<file path="config.mk">
export PLATFORM = sky130hd
export DESIGN_NAME = uart_tx
export DESIGN_NICKNAME = d
export VERILOG_FILES = /design/src/rtl/uart_tx.sv
export SDC_FILE = /design/constraint.sdc
export NUM_CORES = 1
export LEC_CHECK = 0
export CORE_AREA = 3 3 82 84
export DETAILED_ROUTE_END_ITERATION = 12
export DIE_AREA = 0 0 85 87
export DONT_BUFFER_PORTS = 1
export HOLD_SLACK_MARGIN = 0.02
export PLACE_DENSITY = 0.72
export SLEW_MARGIN = 15
export SYNTH_ARGS = -nofsm -noshare
export SYNTH_HDL_FRONTEND = slang
export SYNTH_SLANG_ARGS = --single-unit
</file>
<file path="constraint.sdc">
create_clock -name clk -period 2.5 [get_ports clk]
set_clock_uncertainty 0.2 [all_clocks]
set_input_delay 0.5 -clock clk [delete_from_list [all_inputs] [get_ports clk]]
set_output_delay 0.5 -clock clk [all_outputs]
set_load 0.005 [all_outputs]
</file>
<file path="src/rtl/uart_tx.sv">
// 8N1 UART transmitter fed by a small byte FIFO over a valid/ready handshake.
// Idle line is high; bytes are sent LSB first, back-to-back frames are 10*CLKS_PER_BIT+1 apart.
module uart_tx #(
   parameter int unsigned CLKS_PER_BIT = 21000,
   parameter int unsigned FIFO_DEPTH   = 4
) (
   input  logic                          clk,
   input  logic                          n_rst,
   input  logic [7:0]                    tx_data,
   input  logic                          tx_valid,
   output logic                          tx_ready,
   output logic                          txd,
   output logic                          tx_busy,
   output logic [$clog2(FIFO_DEPTH):0]   fifo_count
);

   localparam int unsigned PTR_W = $clog2(FIFO_DEPTH);
   localparam int unsigned CNT_W = PTR_W + 1;
   localparam logic [15:0]      BAUD_MAX = 16'(CLKS_PER_BIT - 1);
   localparam logic [CNT_W-1:0] FULL     = CNT_W'(FIFO_DEPTH);

   typedef enum logic [1:0] {IDLE, START, DATA, STOP} state_t;

   state_t            state, state_d;
   logic [7:0]        mem [FIFO_DEPTH];
   logic [PTR_W-1:0]  wr_ptr, rd_ptr;
   logic [7:0]        shreg, shreg_d;
   logic [15:0]       baud_cnt, baud_d;
   logic [2:0]        bit_cnt, bit_d;
   logic              txd_d;
   logic              push, pop, tick;

   // Handshake and pop decisions use only registered state and count
   assign tx_ready = (fifo_count != FULL);
   assign push     = tx_valid && tx_ready;
   assign pop      = (state == IDLE) && (fifo_count != '0);
   assign tick     = (baud_cnt == BAUD_MAX);
   assign tx_busy  = (state != IDLE) || (fifo_count != '0);

   // FIFO storage; pointers wrap naturally at the power-of-two depth
   always_ff @(posedge clk) begin
      if (push) mem[wr_ptr] <= tx_data;
   end

   always_ff @(posedge clk or negedge n_rst) begin
      if (!n_rst) begin
         wr_ptr     <= '0;
         rd_ptr     <= '0;
         fifo_count <= '0;
      end else begin
         if (push) wr_ptr <= wr_ptr + PTR_W'(1);
         if (pop)  rd_ptr <= rd_ptr + PTR_W'(1);
         case ({push, pop})
            2'b10:   fifo_count <= fifo_count + CNT_W'(1);
            2'b01:   fifo_count <= fifo_count - CNT_W'(1);
            default: fifo_count <= fifo_count;
         endcase
      end
   end

   // Serialiser state register
   always_ff @(posedge clk or negedge n_rst) begin
      if (!n_rst) begin
         state    <= IDLE;
         shreg    <= '0;
         baud_cnt <= '0;
         bit_cnt  <= '0;
         txd      <= 1'b1;
      end else begin
         state    <= state_d;
         shreg    <= shreg_d;
         baud_cnt <= baud_d;
         bit_cnt  <= bit_d;
         txd      <= txd_d;
      end
   end

   // Next-state and next line value
   always_comb begin
      state_d = state;
      shreg_d = shreg;
      baud_d  = baud_cnt;
      bit_d   = bit_cnt;
      txd_d   = txd;
      if (state != IDLE) baud_d = tick ? 16'd0 : baud_cnt + 16'd1;
      case (state)
         IDLE: begin
            txd_d  = 1'b1;
            baud_d = '0;
            if (pop) begin
               shreg_d = mem[rd_ptr];
               txd_d   = 1'b0;
               state_d = START;
            end
         end
         START: begin
            if (tick) begin
               state_d = DATA;
               txd_d   = shreg[0];
               bit_d   = '0;
            end
         end
         DATA: begin
            if (tick) begin
               shreg_d = {1'b0, shreg[7:1]};
               if (bit_cnt == 3'd7) begin
                  txd_d   = 1'b1;
                  state_d = STOP;
               end else begin
                  bit_d = bit_cnt + 3'd1;
                  txd_d = shreg[1];
               end
            end
         end
         STOP: begin
            if (tick) state_d = IDLE;
         end
         default: state_d = IDLE;
      endcase
   end

endmodule

</file>
### Where the registers sit

Scale bar: 20 um. Other sequential cells in the stronger gray, the rest of the logic in the fainter gray.
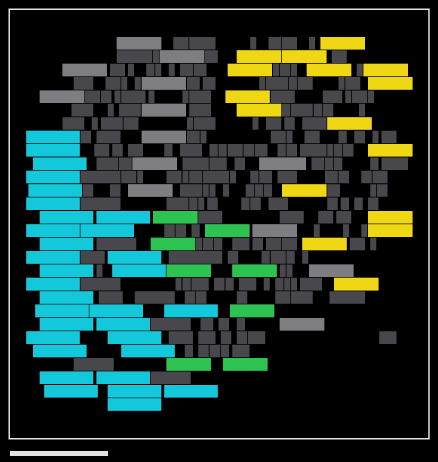
legend:
  shreg:
    color: green
    sequential_cells: 8
  baud_cnt:
    color: yellow
    sequential_cells: 16
  mem:
    color: cyan
    sequential_cells: 32
fraction of the core area covered by cells at the end of the flow: 0.608
power of the sequential group: 1.72 mW
area taken by flip-flops and latches: 1890 um2
register share of the cell area: 0.519

### Signal wires by layer

Scale bar: 20 um. Two of the layers only.
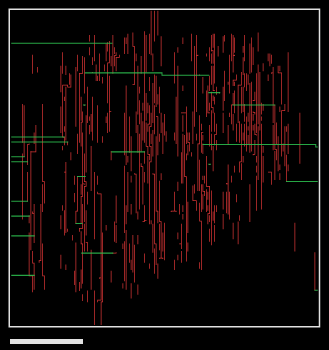
legend:
  met2:
    color: red
    wire_length: 2670 um
  met3:
    color: green
    wire_length: 199 um
WL per Instance: 15.7 um
Routed WL: 5.52 mm
global-route usage over all layers: 0.162
Via Count: 1957

==> GITHUB_STEP_SUMMARY <==
## PnR job results

| Metric | Value |
|---|---|
| FF+latch count, synth | `69` |
| Post-synthesis sequential area ratio | `0.567` |
| Required time at the worst-slack endpoint | `1.80 ns` |
| Initial standard-cell utilization of the core | `0.556` |
| Global-route track usage on met1 | `0.201` |
| Reg2reg setup slack | `approximately 0.20 ns` |
| Biggest area cells | `sky130_fd_sc_hd__edfxtp_1, sky130_fd_sc_hd__dfrtp_1, sky130_fd_sc_hd__mux4_2` |
| Power per Cell Area | `~1100 nW/um2` |
| Finish-stage setup viols | `0` |
| Number of nets in the final layout | `296` |
| Dominant kind of cell by area | `flip-flops and latches` |
| Number of cells on the worst reg-to-reg path | `10` |
| IO Pins | `17` |
| DP Worst Slack | `roughly 0.20 ns` |
| Clock sink count | `69` |
| Endpoint of the worst hold-timing path | `mem[0][6]` |
| Rel. slew slack | `0.648` |
| Final antenna diode count | `0` |
| Fill cells | `451` |
| Synthesized area per cell | `12.9 um2` |
| Pin slew with the least headroom to its limit | `roughly 0.53 ns` |
| Type of the setup path with the least slack | `reg -> out` |
| Leading power group | `sequential cells` |
| Clock transition at path regs | `around 0.080 ns` |
| Async set or reset register ratio after synthesis | `0.536` |
| Commonest Layout Cell | `sky130_fd_sc_hd__dfrtp_1` |
| Area share of the largest cell type after synthesis | `0.289` |
| DP HPWL | `3.87 mm` |
| Busiest layer in global routing | `met2` |
| Unrepaired setup endpoints after global routing | `false` |
| Number of violations reported at the end of detailed-routing iteration 0 | `75` |
| Number of antenna violations at the first check in global routing | `0` |
| Max-slew violations | `0` |
| Kind of cell adding the most delay to the critical path | `buffers and inverters` |
| Fraction of layout cells with a size suffix above 1 | `0.188` |
| Switching share of power | `0.341` |
| Post-synth EDFFs | `32` |
| Dominant comb cell | `simple AND/OR/NAND/NOR gates` |
| Hold Vio Cnt, Final | `0` |
| Most used cells in the layout excluding fill and tap cells | `sky130_fd_sc_hd__dfrtp_1, sky130_fd_sc_hd__edfxtp_1, sky130_fd_sc_hd__nor2_1` |
| Hold Path Depth | `0` |
| Cell breakdown of the critical path | `inv_1 -> ha_1 -> buf_4 -> nor4b_2 -> inv_1` |
| Switching power | `1.37 mW` |
| Slowest Stage Delay on Critical Path | `~0.41 ns` |
| Ratio of final minimum period to clock period | `0.950` |
| Count of instantiated cells in the yosys netlist | `259` |
| Number of well-tap cells placed | `75` |
| Via count of the first global-routing pass | `2003` |
| Global-route track usage on met2 | `0.263` |
| Sequential power share | `0.429` |
| RePlAce Congestion | `0.803` |
| Amount of wire on met3 after detailed routing | `roughly 200 um` |
| First drt pass iteration count | `4` |
| Cell with the most instances on the worst path | `sky130_fd_sc_hd__inv_1` |
| Setup crit start kind | `register` |
| Sum of buffers and inverters on the critical path | `3` |
| Commonest cells in the netlist | `sky130_fd_sc_hd__dfrtp_1, sky130_fd_sc_hd__edfxtp_1, sky130_fd_sc_hd__nor2_1` |
| Top metal layer carrying routed signals | `met4` |
| Share of final layout cell area taken by clock buffers and inverters | `0.0550` |
| Worst Hold Launch | `tx_data[6]` |
| Combinational cell fraction of total power | `0.347` |
| Area of the die | `7400 um2` |
| Number of I/O port buffers | `0` |
| Non-Filler Instances | `351` |
| CTS tree | `built` |
| Hold-fix buffers at CTS | `2` |
| Total number of cells along the worst setup path | `5` |
| Cell type with the highest aggregate area in the netlist | `sky130_fd_sc_hd__edfxtp_1` |
| Count of buffers added by post-CTS timing repair for setup | `0` |
| Internal | `about 2.6 mW` |
| Met2 Wirelength | `between 2 and 3 mm` |
| Final non-clock buffer share | `0.0247` |
| Die width | `85 um` |
| PostCTS Resize Cnt | `0` |
| Placed cells | `333` |
| Root buffer selected by CTS | `sky130_fd_sc_hd__clkbuf_8` |
| DIE HEIGHT | `between 80 and 90 um` |
| Kind of end point of the critical path | `output port` |
| Routed length on met1 | `2.55 mm` |
| Register bank with the most flops | `mem` |
| Synth Area in Adders | `0.0548` |
| FF+latch count | `69` |
| HP Class | `in -> reg` |
| And-or/or-and share of the synthesized area | `0.0706` |
| Largest register FFs | `32` |
| Overflow after GRT | `0` |
| Post-synth top flop | `sky130_fd_sc_hd__dfrtp_1` |
| Non-Clock Buffer Count | `10` |
| Post-synth design cell area | `3330 um2` |
| Most common cell in the synthesized netlist | `sky130_fd_sc_hd__dfrtp_1` |
| Residual DRC count | `0` |
| Non-clock inverters | `14` |
| Yosys Chip Area | `3330 um2` |
| Outcome | `finished, final reports clean` |
| Area after DPL | `3410 um2` |
| Via density per instance | `approximately 5.6` |
| Critical Path AT | `1.68 ns` |
| Library cell contributing the largest single delay on the critical path | `sky130_fd_sc_hd__dfrtp_1` |
| Worst hold slack after final layout | `about 0.052 ns` |
| GR Util met3 | `0.0464` |
| Setup ws final | `approximately 0.12 ns` |
| Maximum number of pins on one net before global-route repair | `38` |
| Layout clock buffer count | `10` |
| Largest registers ranked by flip-flop count | `mem x32, baud_cnt x16, shreg x8` |
| Reported leakage power | `1.45 nW` |
| Number of multi-input logic gates | `167` |
| Origin of the critical flop-to-flop path | `fifo_count[0]` |
| Simple-gate share of the synthesized area | `0.139` |
### Cells colored by class

Scale bar: 20 um. Fill, decap, tap and diode cells in gray.
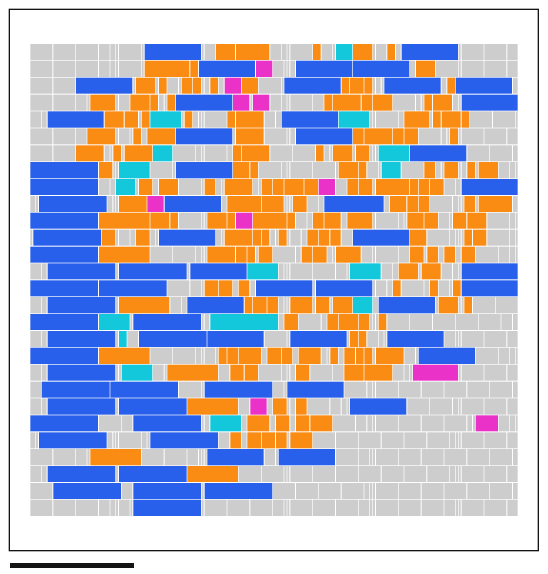
legend:
  clock drivers and dummy loads:
    color: cyan
    cells: 16
  other buffers and delay cells:
    color: magenta
    cells: 10
  all other logic:
    color: orange
    cells: 181
  flops:
    color: blue
    cells: 69
core region area: 5990 um2
Final Instance Area: 3640 um2
# rows: 28

Power figures rest on the tool's default switching activity, not on a simulated workload.
